[src/rtl/serial_sub_if.sv]
// Start/done handshake bundle for the bit-serial subtractor.
// The master drives the request and operands; the slave returns status and result.
interface serial_sub_if #(
  parameter int WIDTH = 8
);
  logic             start;
  logic [WIDTH-1:0] a;
  logic [WIDTH-1:0] b;
  logic             busy;
  logic             done;
  logic [WIDTH-1:0] diff;
  logic             borrow_out;

  modport master (
    output start, a, b,
    input  busy, done, diff, borrow_out
  );

  modport slave (
    input  start, a, b,
    output busy, done, diff, borrow_out
  );
endinterface

[src/rtl/serial_sub.sv]
// Bit-serial WIDTH-bit subtractor computing a-b, LSB first, one bit per clock.
// Each bit step chains two half-subtractors with a registered borrow between steps.
// Result and final borrow are held until the next operation completes.
module serial_sub #(
  parameter int WIDTH = 8
) (
  input  logic        clk,
  input  logic        rst,
  serial_sub_if.slave bus
);

  localparam int CW = (WIDTH > 1) ? $clog2(WIDTH) : 1;
  localparam logic [CW-1:0] LAST_BIT = CW'(WIDTH - 1);

  typedef enum logic [1:0] {
    IDLE  = 2'd0,
    SHIFT = 2'd1,
    DONE  = 2'd2
  } state_t;

  state_t           state_reg, state_next;
  logic [WIDTH-1:0] a_sh_reg;
  logic [WIDTH-1:0] b_sh_reg;
  logic [WIDTH-1:0] res_sh_reg;
  logic [WIDTH-1:0] res_sh_next;
  logic             borrow_reg;
  logic [CW-1:0]    cnt_reg;
  logic [WIDTH-1:0] diff_reg;
  logic             borrow_out_reg;
  logic             busy_reg;
  logic             done_reg;

  // Full-subtractor step built from two half-subtractor stages.
  logic x_bit, y_bit;
  logic hs1_diff, hs1_borrow;
  logic hs2_diff, hs2_borrow;
  logic bit_borrow;
  logic last_bit;

  assign x_bit       = a_sh_reg[0];
  assign y_bit       = b_sh_reg[0];
  assign hs1_diff    = x_bit ^ y_bit;
  assign hs1_borrow  = ~x_bit & y_bit;
  assign hs2_diff    = hs1_diff ^ borrow_reg;
  assign hs2_borrow  = ~hs1_diff & borrow_reg;
  assign bit_borrow  = hs1_borrow | hs2_borrow;
  assign res_sh_next = {hs2_diff, res_sh_reg[WIDTH-1:1]};
  assign last_bit    = (cnt_reg == LAST_BIT);

  // Next-state logic: start only matters in IDLE; DONE lasts exactly one cycle.
  always_comb begin
    state_next = state_reg;
    case (state_reg)
      IDLE:    if (bus.start) state_next = SHIFT;
      SHIFT:   if (last_bit)  state_next = DONE;
      DONE:    state_next = IDLE;
      default: state_next = IDLE;
    endcase
  end

  // State register with registered busy/done decoded from the next state.
  always_ff @(posedge clk) begin
    if (rst) begin
      state_reg <= IDLE;
      busy_reg  <= 1'b0;
      done_reg  <= 1'b0;
    end else begin
      state_reg <= state_next;
      busy_reg  <= (state_next == SHIFT);
      done_reg  <= (state_next == DONE);
    end
  end

  // Operand capture, per-bit shifting and result latch on the final bit.
  always_ff @(posedge clk) begin
    if (rst) begin
      a_sh_reg       <= '0;
      b_sh_reg       <= '0;
      res_sh_reg     <= '0;
      borrow_reg     <= 1'b0;
      cnt_reg        <= '0;
      diff_reg       <= '0;
      borrow_out_reg <= 1'b0;
    end else begin
      case (state_reg)
        IDLE: begin
          if (bus.start) begin
            a_sh_reg   <= bus.a;
            b_sh_reg   <= bus.b;
            borrow_reg <= 1'b0;
            cnt_reg    <= '0;
          end
        end
        SHIFT: begin
          res_sh_reg <= res_sh_next;
          a_sh_reg   <= a_sh_reg >> 1;
          b_sh_reg   <= b_sh_reg >> 1;
          borrow_reg <= bit_borrow;
          cnt_reg    <= cnt_reg + CW'(1);
          if (last_bit) begin
            diff_reg       <= res_sh_next;
            borrow_out_reg <= bit_borrow;
          end
        end
        default: ;
      endcase
    end
  end

  assign bus.busy       = busy_reg;
  assign bus.done       = done_reg;
  assign bus.diff       = diff_reg;
  assign bus.borrow_out = borrow_out_reg;

endmodule

[src/flat_wrapper.sv]
// flat-port wrapper written by rule: the top's interface ports become plain ports
module serial_sub_flat 
#(
  parameter int WIDTH = 8
)
  (clk, rst, bus_start, bus_a, bus_b, bus_busy, bus_done, bus_diff, bus_borrow_out);
  serial_sub_if #(.WIDTH(WIDTH)) bus_i ();
  input  logic clk;
  input  logic rst;
  input wire logic [$bits(bus_i.start)-1:0] bus_start;
  input wire logic [$bits(bus_i.a)-1:0] bus_a;
  input wire logic [$bits(bus_i.b)-1:0] bus_b;
  output wire logic [$bits(bus_i.busy)-1:0] bus_busy;
  output wire logic [$bits(bus_i.done)-1:0] bus_done;
  output wire logic [$bits(bus_i.diff)-1:0] bus_diff;
  output wire logic [$bits(bus_i.borrow_out)-1:0] bus_borrow_out;
  assign bus_i.start = bus_start;
  assign bus_i.a = bus_a;
  assign bus_i.b = bus_b;
  assign bus_busy = bus_i.busy;
  assign bus_done = bus_i.done;
  assign bus_diff = bus_i.diff;
  assign bus_borrow_out = bus_i.borrow_out;
  serial_sub #(.WIDTH(WIDTH)) u_core (.clk(clk), .rst(rst), .bus(bus_i));
endmodule
[config.mk]
export PLATFORM = sky130hd
export DESIGN_NAME = serial_sub_flat
export DESIGN_NICKNAME = d
export VERILOG_FILES = /design/src/rtl/serial_sub_if.sv /design/src/rtl/serial_sub.sv /design/src/flat_wrapper.sv
export SDC_FILE = /design/constraint.sdc
export NUM_CORES = 1
export LEC_CHECK = 0
export CAP_MARGIN = 40
export CORE_ASPECT_RATIO = 0.75
export CORE_MARGIN = 4
export CORE_UTILIZATION = 45
export DETAILED_ROUTE_END_ITERATION = 8
export PLACE_DENSITY = 0.74
export SLEW_MARGIN = 10
export SYNTH_ARGS = -nofsm -noshare
export SYNTH_HDL_FRONTEND = slang
export SYNTH_SLANG_ARGS = --single-unit
[constraint.sdc]
create_clock -name clk -period 1.2 [get_ports clk]
set_input_delay 0.18 -clock clk [delete_from_list [all_inputs] [get_ports clk]]
set_output_delay 0.18 -clock clk [all_outputs]
set_load 0.02 [all_outputs]
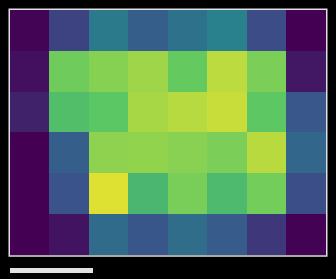
(placement density heat map)
Scale bar: 20 um. 8 x 6 tiles, from dark purple (low) to yellow (high), 0 to 100% covered.
emptiest ninth of the die = south-west
fullest tile = 95%
mean over tiles = 48%
densest ninth of the die = centre

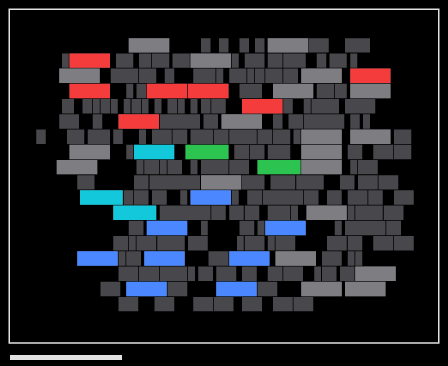
(register map, names as in the netlist)
Scale bar: 20 um. Other sequential cells in the stronger grey, the rest of the logic in the fainter grey.
green -> u_core.state_reg  # placed flops 2
cyan -> u_core.cnt_reg  # placed flops 3
blue -> u_core.b_sh_reg  # placed flops 8, where south
red -> u_core.res_sh_reg  # placed flops 7

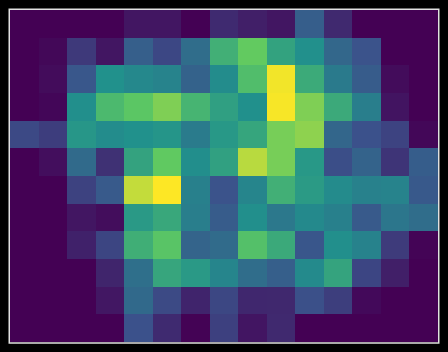
(routed metal per tile)
15 x 12 tiles, from dark purple (low) to yellow (high), scaled to the fullest tile. Values are wire area over tile area, all layers added.
emptiest ninth of the die = south-west
nearly empty tiles = 24%
fullest tile = 0.42
Total Routing Usage GR: 0.165
total wire length: 3.56 mm

==> run summary <==
Implementation numbers.

- The flow ran to the end, but the final reports show violations.
- The final reports fail on setup timing.
- The area inside the core boundary is 3330 sq um.
- The power report puts the net switching power at 0.000631 W.
- For the finished layout, the period the worst path requires is 1.21 ns.
- The final setup violation count is 1.
- The share of the Yosys chip area taken by registers is 0.506.
- Per the skew report, the later register of the worst-skew pair sees a clock latency of 0.29 ns.
- The total instance count after detailed placement is 237.
- The number of clock sinks came to 40.
- The critical path capture point type is a flip-flop.
- The final net count is 230.
- The global route stage reports its total congestion overflow as 0.
- The number of library cell types mapped by synthesis is 22.
- The final count of hold timing violations is 0.
- The cell depth of the worst flop-to-flop path is 6.
- The cell-mix breakdown from Yosys lists the adder-cell area share as 0.0285.
- The layout cell share with drive strength beyond 1 is 0.279.
- The number of cells on the worst hold path is listed as 2.
- The length of routed met2 wiring is 1.67 mm.
- The die height is 59.4 um.
- The I/O pin count is 30.
- The ratio of final minimum period to clock period is 1.01.
- The total vias in the final route is 1329.
- The library cells used most frequently in the layout, excluding fill and tap cells, are 36 x dfxtp_1, 23 x nor2_1, 18 x clkdlybuf4s50_1, 16 x a211oi_1, 14 x mux2i_1.
- The signal on the critical path passes through ha_4 > ha_4 > nand3b_1 > buf_6 > nand2_2 > a21oi_2.
- The area fraction of the largest cell type after synthesis is 0.506.
- For the completed layout, the total cell area is recorded as 2210 sq um.
- The number of global-route vias before repair is 1326.
- The report counts max-capacitance violations totalling 0.
- The routed design shows a wire length per standard cell of 14.3 um.
- The kind of cell adding the most delay to the critical path is flip-flops.
- The setup slack of the critical path after layout is -0.0149 ns.
- Per the log, the first TritonRoute iteration ended with a DRC count of 64.
- The worst hold margin is 0.463 ns.
- Of the total synthesized cell area, the portion taken by AND-OR and OR-AND cells is 0.164.
- The area overhead of the layout relative to synthesis is 39.7%.
- The horizontal extent of the die is 76.5 um.
- The count of state elements after synthesis is 40.
- The antenna diode instance count is 0.
- The flip-flop and latch area is 806 sq um.
- The finished layout holds 248 standard cells, fillers aside.
- The maximum fanout encountered on the critical timing path is 5.
- For the worst setup path, the data required time is 1.43 ns.
- The worst slack at placement is -0.214 ns.
- The setup path with the least slack is of type flip-flop to flip-flop.
- Max-slew check failures listed in the final report amount to 0.
- The setup slack on the worst flop-to-flop path is -0.01 ns.
- For reference, the top cells by area after synthesis are dfxtp_1 51%, mux2i_1 9.5%, a211oi_1 8.1%, nor2_1 5.5%, a21oi_1 4.7%.
- The transition time at the pin with the least slew margin is 0.289 ns.
- The cell-mix breakdown from Yosys lists the simple-gate area share as 0.151.
- The synthesis report lists the Yosys warning total as 0.
- Per the detailed placement report, the placed cell area equals 1990 sq um.
- In the synthesis report, Yosys lists the chip area as 1580 sq um.
- The classification of the worst-slack hold path is flip-flop to flip-flop.
- The TritonCTS clock tree is built.
- The pre-antenna-repair detailed-routing pass consisted of 4 iterations.
- The summed negative setup slack over all endpoints is -0.0149 ns.
- The number of nets in the synthesized netlist is 190.
- The sum of routed wire segments on met1 is 1.67 mm.
- The remaining design rule violation count is 0.
- In this run, the synthesized area fraction spent on xor and xnor cells is recorded as 0.
- The initial antenna violation count is 0.
- The leakage component of the power is 0.863 nW.
- The script computed the net switching share of total power as 0.243.
- The post-CTS clock slew at the launch and capture registers of the worst setup and hold paths is 0.07 ns.
- Setup repair after global routing could not meet its margin everywhere.
- The completed layout was analyzed and its total power is 0.00260 W.
- STA puts the critical path data arrival time at 1.44 ns.
- The most prevalent standard cell on the critical path is ha_4.
- The met3 layer wire length in the routed design is 137 um.
- The number of cell instances after yosys synthesis is 168.
- After detailed routing, the number of vias per cell comes to 5.36.
- The wire length of the first global-routing pass is 5.89 mm.
- The worst setup path is launched from a flip-flop.
- The most instantiated logic cell after routing is dfxtp_1.
- The worst hold path terminates at u_core.bus.diff[6].
- Before any placement, the netlist area is recorded as 1580 sq um.
- Per the timing report, the achievable frequency comes out to 823 MHz.
- The combinational gate area is 830 sq um.
- Looking at the clock tree report, the root buffer type is clkbuf_8.
- The wire-length estimate of the detail-placed layout is 2.33 mm.
- The cell count after synthesis is 168.
- The total CTS buffers is 5.
- The buffer levels on the longest clock path is 2.
- The total of buffers placed on input and output ports is 29.
- The main combinational cell family by area after synthesis is AND-OR/OR-AND gates.
- The clock share of power is 0.320.
- The sequential cell fraction of total power is 0.550.
- After detailed routing, no signal wire sits above met4.
- The H-tree depth reported by CTS is 2.
- Per the OpenROAD floorplan log, the area of the die is 4540 sq um.
- In the final run the clock tree shows a worst skew of 0.00467 ns.
- The maximum VDD drop is 0.853 mV.
- The startpoint of the most critical register-to-register path is u_core.cnt_reg[0].
## power groups by stage
stage	Clock, W	Sequential [W]	Combinational, W
5_1_grt	0.000888	0.00143	0.000371
6_report	0.000831	0.00143	0.000338
3_5_place_dp	0	0.00145	0.000312
2_1_floorplan	0	0.00144	0.000188
3_3_place_gp	0	0.00145	0.000302
4_1_cts	0.000843	0.00142	0.000315
## per-layer routing
layer	up-vias	GRT usage
met3	9	0.0471
met2	29	0.289
met1	627	0.192
met4	0	0.0775
li1	664	-
met5	-	0
## area by class of cell
class	count	share of cell area
Inverter	1	0.00170
Multi-Input combinational cell	113	0.375
Tap cell	40	0.0226
Clock inverter	1	0.00226
Clock buffer	6	0.0328
Timing Repair Buffer	47	0.201
Sequential cell	40	0.364
## how the worst max path moves through the flow
| stage | start | endpoint | slack [ns] | cells past startpoint |
|---|---|---|---|---|
| after detailed placement | bus_start | u_core.a_sh_reg[3] | -0.21 | 5 |
| final | u_core.cnt_reg[0] | u_core.bus.diff[2] | -0.01 | 6 |
| after global placement | bus_start | u_core.a_sh_reg[2] | -0.16 | 5 |
| after global routing | u_core.cnt_reg[0] | u_core.bus.diff[2] | -0.07 | 6 |
| after floorplan | u_core.cnt_reg[0] | u_core.bus.diff[0] | 0.002 | 5 |
| after CTS | u_core.cnt_reg[1] | u_core.bus.diff[3] | -0.02 | 7 |
## timing repair
item	4_1_cts	5_1_grt
gates cloned	1	0
endpoints found under the setup margin	21	32
setup buffers	4	1
hold buffers	0	0
resized	25	34
pin swaps	4	12
## cells in the mapped netlist, drive strengths merged
cell and n:
dfxtp 40, nor2 23, nand2 20, a211oi 17, a21oi 15, mux2i 15, buf 9, nand3 8
a22oi 5, clkbuf 5, ha 2, nand2b 2, a311oi 1, and2b 1, fa 1, inv 1
nand3b 1, nor3b 1, o21bai 1
Power is estimated from default activity; no workload was simulated.
